Fig. 1: run 1, met2 routing
Drawn at 2 px/µm.
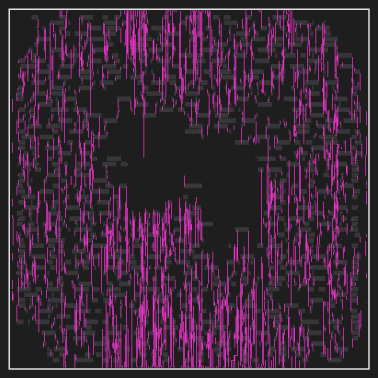
Fig. 2: run 1, placement by cell class
Drawn at 2 px/µm. Fill, decap, tap and diode cells in gray.
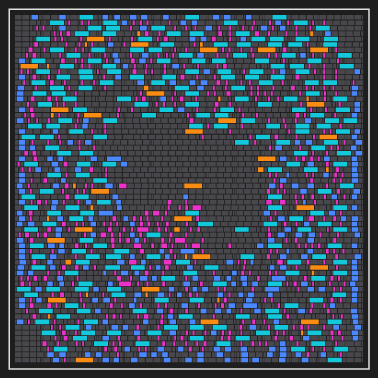
Fig. 3: run 1, clock routing
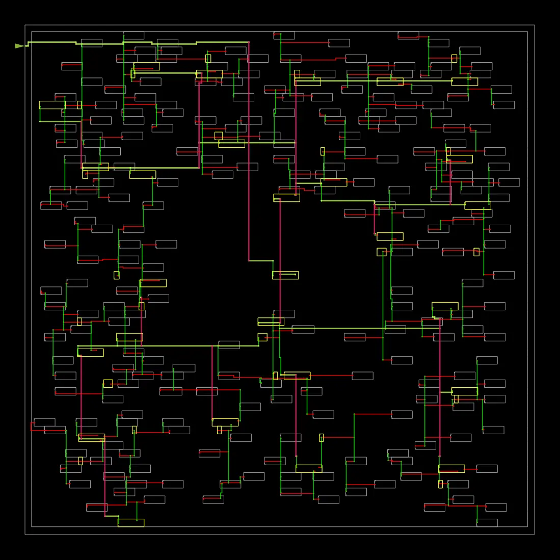
Fig. 4: run 1, pin map
Drawn at 1.5 px/µm. Pins as bars across the die edge, other pins in gray.
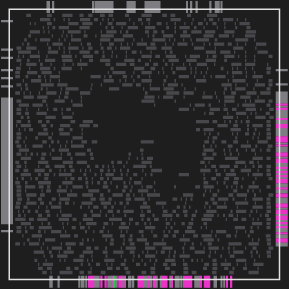
`src/rtl/tpu_pkg.sv`:
```
// Shared types and helpers for the TPU weight/data feeder.
// FSM state encoding, default geometry and the lane-slice offset helper.
package tpu_pkg;

    typedef enum logic [2:0] {
        StIdle,
        StLoadWt,
        StSettle,
        StStream,
        StDrain
    } state_e;

    localparam int unsigned DefBitWidth = 16;
    localparam int unsigned DefDepth    = 4;

    // Bit offset of lane 'lane' inside a packed vector of 'width'-bit lanes.
    function automatic int unsigned lane_lsb(input int unsigned lane, input int unsigned width);
        return lane * width;
    endfunction

endpackage

```
`src/rtl/skew_line.sv`:
```
// One-lane delay line: DELAY register stages, synchronously cleared to zero.
module skew_line #(
    parameter int unsigned BIT_WIDTH = 16,
    parameter int unsigned DELAY     = 1
) (
    input  logic                 clk_i,
    input  logic                 rst_i,
    input  logic [BIT_WIDTH-1:0] data_i,
    output logic [BIT_WIDTH-1:0] data_o
);

    logic [BIT_WIDTH-1:0] stage_q [DELAY];

    always_ff @(posedge clk_i) begin
        if (rst_i) begin
            for (int i = 0; i < DELAY; i++) stage_q[i] <= '0;
        end else begin
            stage_q[0] <= data_i;
            for (int i = 1; i < DELAY; i++) stage_q[i] <= stage_q[i-1];
        end
    end

    assign data_o = stage_q[DELAY-1];

endmodule

```
`src/rtl/tpu_feeder.sv`:
```
// Systolic-array feeder: loads a weight tile, then streams diagonally skewed data.
// Optional tile counter output enabled by defining TPU_FEEDER_TILE_CNT_EN.
module tpu_feeder
    import tpu_pkg::*;
#(
    parameter int unsigned BIT_WIDTH    = DefBitWidth,
    parameter int unsigned DEPTH        = DefDepth,
    parameter int unsigned DRAIN_CYCLES = 8
) (
    input  logic                       clk,
    input  logic                       rst,
    input  logic                       wt_valid,
    output logic                       wt_ready,
    input  logic [BIT_WIDTH*DEPTH-1:0] wt_col,
    input  logic                       in_valid,
    output logic                       in_ready,
    input  logic [BIT_WIDTH*DEPTH-1:0] in_vec,
    output logic                       control,
    output logic [BIT_WIDTH*DEPTH-1:0] wt_arr,
    output logic [BIT_WIDTH*DEPTH-1:0] data_arr,
    output logic                       busy,
    output logic                       tile_done,
`ifdef TPU_FEEDER_TILE_CNT_EN
    output logic [15:0]                tile_cnt,
`endif
    output logic                       err_underrun
);

    localparam int unsigned CntW = $clog2(2 * DEPTH + DRAIN_CYCLES);
    localparam logic [CntW-1:0] WtLast     = CntW'(DEPTH - 1);
    localparam logic [CntW-1:0] InLast     = CntW'(DEPTH);
    localparam logic [CntW-1:0] StreamLast = CntW'(2 * DEPTH - 2);
    localparam logic [CntW-1:0] DrainLast  = CntW'(DRAIN_CYCLES - 1);

    state_e                     state_q;
    logic [CntW-1:0]            cnt_q;
    logic                       control_q;
    logic [BIT_WIDTH*DEPTH-1:0] wt_arr_q;
    logic                       tile_done_q;
    logic                       err_underrun_q;
    logic                       wt_acc;
    logic                       feed;

    assign wt_ready = (state_q == StIdle) || (state_q == StLoadWt);
    assign in_ready = (state_q == StStream) && (cnt_q < InLast);
    assign busy     = (state_q != StIdle);
    assign wt_acc   = wt_valid && wt_ready;
    assign feed     = in_ready && in_valid;

    // One counter serves every phase; phases never overlap.
    always_ff @(posedge clk) begin
        if (rst) begin
            state_q        <= StIdle;
            cnt_q          <= '0;
            control_q      <= 1'b0;
            wt_arr_q       <= '0;
            tile_done_q    <= 1'b0;
            err_underrun_q <= 1'b0;
        end else begin
            control_q   <= wt_acc;
            tile_done_q <= 1'b0;
            if (wt_acc) wt_arr_q <= wt_col;
            if (in_ready && !in_valid) err_underrun_q <= 1'b1;
            unique case (state_q)
                StIdle, StLoadWt: begin
                    if (wt_acc) begin
                        if (cnt_q == WtLast) begin
                            state_q <= StSettle;
                            cnt_q   <= '0;
                        end else begin
                            state_q <= StLoadWt;
                            cnt_q   <= cnt_q + 1'b1;
                        end
                    end
                end
                StSettle: begin
                    state_q <= StStream;
                    cnt_q   <= '0;
                end
                StStream: begin
                    if (cnt_q == StreamLast) begin
                        state_q     <= StDrain;
                        cnt_q       <= '0;
                        tile_done_q <= (DRAIN_CYCLES == 1);
                    end else begin
                        cnt_q <= cnt_q + 1'b1;
                    end
                end
                StDrain: begin
                    if (cnt_q == DrainLast) begin
                        state_q <= StIdle;
                        cnt_q   <= '0;
                    end else begin
                        cnt_q       <= cnt_q + 1'b1;
                        tile_done_q <= ((cnt_q + 1'b1) == DrainLast);
                    end
                end
                default: begin
                    state_q <= StIdle;
                    cnt_q   <= '0;
                end
            endcase
        end
    end

    assign control      = control_q;
    assign wt_arr       = wt_arr_q;
    assign tile_done    = tile_done_q;
    assign err_underrun = err_underrun_q;

    // Lane k is delayed k+1 cycles; starved or idle slots carry zero.
    for (genvar k = 0; k < DEPTH; k++) begin : g_lane
        logic [BIT_WIDTH-1:0] lane_in;
        assign lane_in = feed ? in_vec[lane_lsb(k, BIT_WIDTH) +: BIT_WIDTH] : '0;
        skew_line #(
            .BIT_WIDTH(BIT_WIDTH),
            .DELAY    (k + 1)
        ) u_skew (
            .clk_i (clk),
            .rst_i (rst),
            .data_i(lane_in),
            .data_o(data_arr[lane_lsb(k, BIT_WIDTH) +: BIT_WIDTH])
        );
    end

`ifdef TPU_FEEDER_TILE_CNT_EN
    logic [15:0] tile_cnt_q;

    always_ff @(posedge clk) begin
        if (rst) tile_cnt_q <= '0;
        else if (tile_done_q) tile_cnt_q <= tile_cnt_q + 16'd1;
    end

    assign tile_cnt = tile_cnt_q;
`endif

endmodule

```
`config.mk`:
```
export PLATFORM = sky130hd
export DESIGN_NAME = tpu_feeder
export DESIGN_NICKNAME = d
export VERILOG_FILES = /design/src/rtl/tpu_pkg.sv /design/src/rtl/skew_line.sv /design/src/rtl/tpu_feeder.sv
export SDC_FILE = /design/constraint.sdc
export NUM_CORES = 1
export LEC_CHECK = 0
export ABC_AREA = 1
export CELL_PAD_IN_SITES_DETAIL_PLACEMENT = 2
export CELL_PAD_IN_SITES_GLOBAL_PLACEMENT = 2
export CORE_MARGIN = 2
export CORE_UTILIZATION = 25
export CTS_BUF_LIST = sky130_fd_sc_hd__clkbuf_16
export DETAILED_ROUTE_END_ITERATION = 12
export PLACE_DENSITY_LB_ADDON = 0.25
export SKIP_LAST_GASP = 1
export SLEW_MARGIN = 20
export SYNTH_ARGS = -nofsm -noshare
export SYNTH_HDL_FRONTEND = slang
export SYNTH_SLANG_ARGS = --single-unit
```
`constraint.sdc`:
```
create_clock -name clk -period 1.5 [get_ports clk]
set_input_delay 0.3 -clock clk [delete_from_list [all_inputs] [get_ports clk]]
set_output_delay 0.3 -clock clk [all_outputs]
set_load 0.01 [all_outputs]
```
==> results.txt, run 1 <==
flow finished, numbers: Metal-1 WL 8390 µm, Crit Path Category flip-flop to output pin, Internal Pwr Total 10.2 mW, worst hold slack 290 ps, Critical R2R Capture state_q[0], Peak Freq 618 MHz, top routing layer in use met4, synth unique cells 23, flops out of synthesis 234, most common library cells after synthesis 236 x nor2_1, 234 x dfxtp_1, 167 x inv_1, 65 x o21ai_0, 61 x nor2_2, initial antenna violation count 0, EDFF count, synth 0, M3 GR Usage 0.0479, initial DRC count 132, Area-dominant class flip-flops and latches, result of the run finished, violations left, GR Util All Layers 0.132, Top delay family on crit path flip-flops, Final setup viols 3, final hold violations 0, inverters 170, worst hold path depth 3, Die ar. 32100 µm², seq pwr 6.43 mW, aoi share 0.0487, area reported by Yosys stat 7660 µm², first-pass GRT wire length 33600 µm, Signal buffers 302, CTS tree built, Placed Area 10700 µm², Hold Crit Start rst, number of remaining DRC errors 0, failing checks setup timing, RSZ-0062 raised after global routing yes, post-cts sizing count 159, GP Congestion 0.732, critical path, cell by cell nand2_2 -> nor2_4 -> nand2_2 -> inv_2 -> buf_6, Net Sw Power 3.15 mW, total setup buffers inserted after CTS 3, hold path endpoint g_lane[1].u_skew.stage_q[0][24], WL met2 10600 µm, Syn-to-layout area delta 48.9%, # Taps 396, Slew HR 0.665, post-layout min period 1620 ps, Synth Area in Adders 0.00490, Setup WS post-layout -118 ps, Clock transition at path regs 60 ps, Least-Margin Pin Slew 503 ps, Max-area cell share 0.611, Most Crowded Layer GR met2, share of cells above drive strength 1 0.146, met3 WL 2140 µm, CP Capture Type output pin, Setup crit end in_ready, CTS Root Buffer Type clkbuf_16, maxcap violations 0, Post-synth seq share 0.611, Worst Setup Start Kind flip-flop, initial core utilization 0.253, Pwr Density 1170 nW/µm², Layout fillers 3395, # diodes 0, VDD IR max 0.000877 V, Main logic family simple AND/OR/NAND/NOR gates, pre-CTS setup slack -147 ps, number of antenna-violating nets in the routed design 0, Worst Path Max Fanout 2, Worst Setup SP state_q[0], logic share of the area 0.171, switch share 0.235
About Fig. 1:
longest straight run: 62.9 µm
main direction: vertical
drt total wl: 21600 µm
total vias in the final route: 6292
met2 Use GR: 0.230

About Fig. 2:
[magenta] all other logic | cells: 584
[blue] other buffers and delay cells | cells: 302
[orange] clock drivers and dummy loads | cells: 50
[cyan] flip-flops | cells: 234
core area: 30300 µm²
fraction of area in registers: 0.411

About Fig. 3:
CTS buffer count: 27
clk_lat worst skew: 530 ps
Layout Skew: 6.85 ps
Flops: 234
Clock Power: 5.83 mW

About Fig. 4:
[green] in_ready | pins: 1 | direction: output | edge: bottom
[magenta] wt_col | pins: 64 | direction: input | edge: 32 bottom, 32 right

--- run 2 (diff from run 1) ---
--- a/config.mk
+++ b/config.mk
@@ -8,11 +8,12 @@
 export ABC_AREA = 1
 export CELL_PAD_IN_SITES_DETAIL_PLACEMENT = 2
 export CELL_PAD_IN_SITES_GLOBAL_PLACEMENT = 2
-export CORE_MARGIN = 2
+export CORE_MARGIN = 4
 export CORE_UTILIZATION = 25
 export CTS_BUF_LIST = sky130_fd_sc_hd__clkbuf_16
 export DETAILED_ROUTE_END_ITERATION = 12
-export PLACE_DENSITY_LB_ADDON = 0.25
+export GPL_ROUTABILITY_DRIVEN = 0
+export PLACE_DENSITY_LB_ADDON = 0.15
 export SKIP_LAST_GASP = 1
 export SLEW_MARGIN = 20
 export SYNTH_ARGS = -nofsm -noshare
Fig. 5: run 2, placement by cell class
Drawn at 2 px/µm. Fill, decap, tap and diode cells in gray.
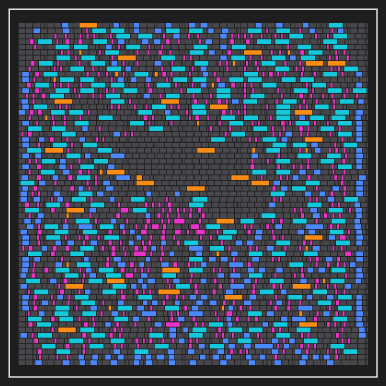
[orange] clock drivers and dummy loads | cells: 49
[magenta] all other logic | cells: 584
[blue] other buffers and delay cells | cells: 305
[cyan] flip-flops | cells: 234

==> run 2 against run 1 <==
  * Via count is 0.67% lower
  * Flip-flop count unchanged
  * Critical path type unchanged
  * Count of clock-buffer cells in the layout unchanged
  * Clock power grew 2%
  * Routed wire length is 3.4% higher
  * Largest power group unchanged
  * Die area is 4.5% higher
  * First-iteration DRC count shrank 12%
  * Critical path depth did not move
  * The flow still finishes with violations (setup timing)
  * Maximum frequency up 1.2%
  * Sequential share of layout area is 0.51 points lower
==> results.txt, run 2 <==
flow finished, numbers: XORs/XNORs by Area 0.00114, Hold Crit Start rst, CP Capture Type output pin, final hold violations 0, # diodes 0, Die ar. 33500 µm², CTS sink cnt 234, Placed Area 10700 µm², post-layout min period 1600 ps, Cell area leaders dfxtp_1 61%, nor2_1 12%, inv_1 8.2%, sequential cell area 4690 µm², most common library cells after synthesis 236 x nor2_1, 234 x dfxtp_1, 167 x inv_1, 65 x o21ai_0, 61 x nor2_2, # Taps 390, Crit path arrival time 1300 ps, EDFF count, synth 0, vias per cell 4.00, Worst R2R Path Depth 8, H-tree levels 1, result of the run finished, violations left, inverters 170, Most Crowded Layer GR met2, M3 GR Usage 0.0448, Flops 234, CTS tree built, asr flop ratio synth 0, Worst Path Max Fanout 2, Post-synth seq share 0.611, Layout Skew 4.55 ps, Metal-1 WL 8830 µm, Clock Power 5.92 mW, Layout fillers 3378, flops out of synthesis 234, top routing layer in use met5, Reg2Reg Setup Slack 60 ps, Peak Freq 625 MHz, share of cells above drive strength 1 0.138, count of tool warnings 32, VDD IR max 0.000713 V, switch share 0.230, fraction of area in registers 0.406, Comb pwr share 0.086, Clock Tree Buf Depth 3, number of remaining DRC errors 0, reg2reg start state_q[1], Critical R2R Capture wt_arr[38], Internal Pwr Total 10.4 mW, Signal buffers 305, RSZ-0062 raised after global routing yes, total setup buffers inserted after CTS 1, drt total wl 22400 µm, CP max-delay cell dfxtp_2, yosys warns 0, Clock transition at path regs 60 ps, met3 WL 1880 µm, comb_multi_in 414, CTS buffer count 27, initial antenna violation count 1, first-pass GRT wire length 34800 µm, Net Sw Power 3.11 mW, critical path required time 1200 ps, router iterations before antenna repair 4, maxcap violations 0, post-cts sizing count 168, Synth Area in Simple Gates 0.191, Synth Area in Adders 0.00490, CTS Root Buffer Type clkbuf_16, Worst Setup Start Kind flip-flop, synth unique cells 23, initial DRC count 116, Final setup viols 3, Non-Filler Instances 1562, total vias in the final route 6250, Top cells excl fill/tap 234 x nor2_1, 229 x dfxtp_1, 176 x inv_1, 130 x clkdlybuf4s50_1, 106 x dlygate4sd2_1, worst hold path depth 3, Yosys Instances 889, Crit Path Category flip-flop to output pin, number of antenna-violating nets in the routed design 0, Data buffer area share 0.260, area reported by Yosys stat 7660 µm², Final #Nets 1287, Buf+Inv Stages, Crit Path 2, Main logic family simple AND/OR/NAND/NOR gates, io pins 266, max-slew violations 0, logic share of the area 0.167, core area 30000 µm², Pwr Density 1170 nW/µm², clk_lat worst skew 520 ps, Top delay family on crit path flip-flops, Least-Margin Pin Slew 466 ps, Setup crit end in_ready, Slew HR 0.690, met1 usage in global routing 0.140, hold path endpoint err_underrun, pre-CTS setup slack -184 ps, mux share of post-synthesis cell area 0, Setup WS post-layout -99.1 ps, final core occ 0.386, Syn-to-layout area delta 50.9%, critical path, cell by cell nand2_2 -> nor2_2 -> nand2_1 -> inv_2 -> buf_6, Top Consumer sequential cells, placed cells 1504, Worst Setup SP state_q[0], initial core utilization 0.256, Max-area cell share 0.611, Commonest Layout Cell nor2_1, Final period util 1.07, Area-dominant class flip-flops and latches, met2 Use GR 0.236, GR Util All Layers 0.128, Mapped Area 7660 µm², failing checks setup timing, seq pwr 6.43 mW, LEAKAGE 5.28 nW, aoi share 0.0487, WL met2 11100 µm, worst hold slack 163 ps, Comb group 1.17 mW
Fig. 6: run 2, pin map
Drawn at 1.5 px/µm. Pins as bars across the die edge, other pins in gray.
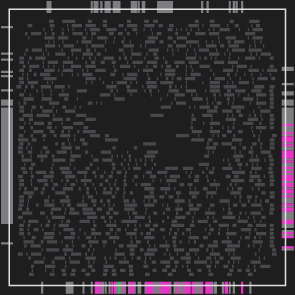
[magenta] wt_col | pins: 64 | direction: input | edge: 35 bottom, 29 right
[green] in_ready | pins: 1 | direction: output | edge: bottom
all pins by edge: 85 bottom, 73 right, 67 left, 41 top
Die Span X: 183 µm
IO buf count: 265

Power and IR drop assume default switching activity.
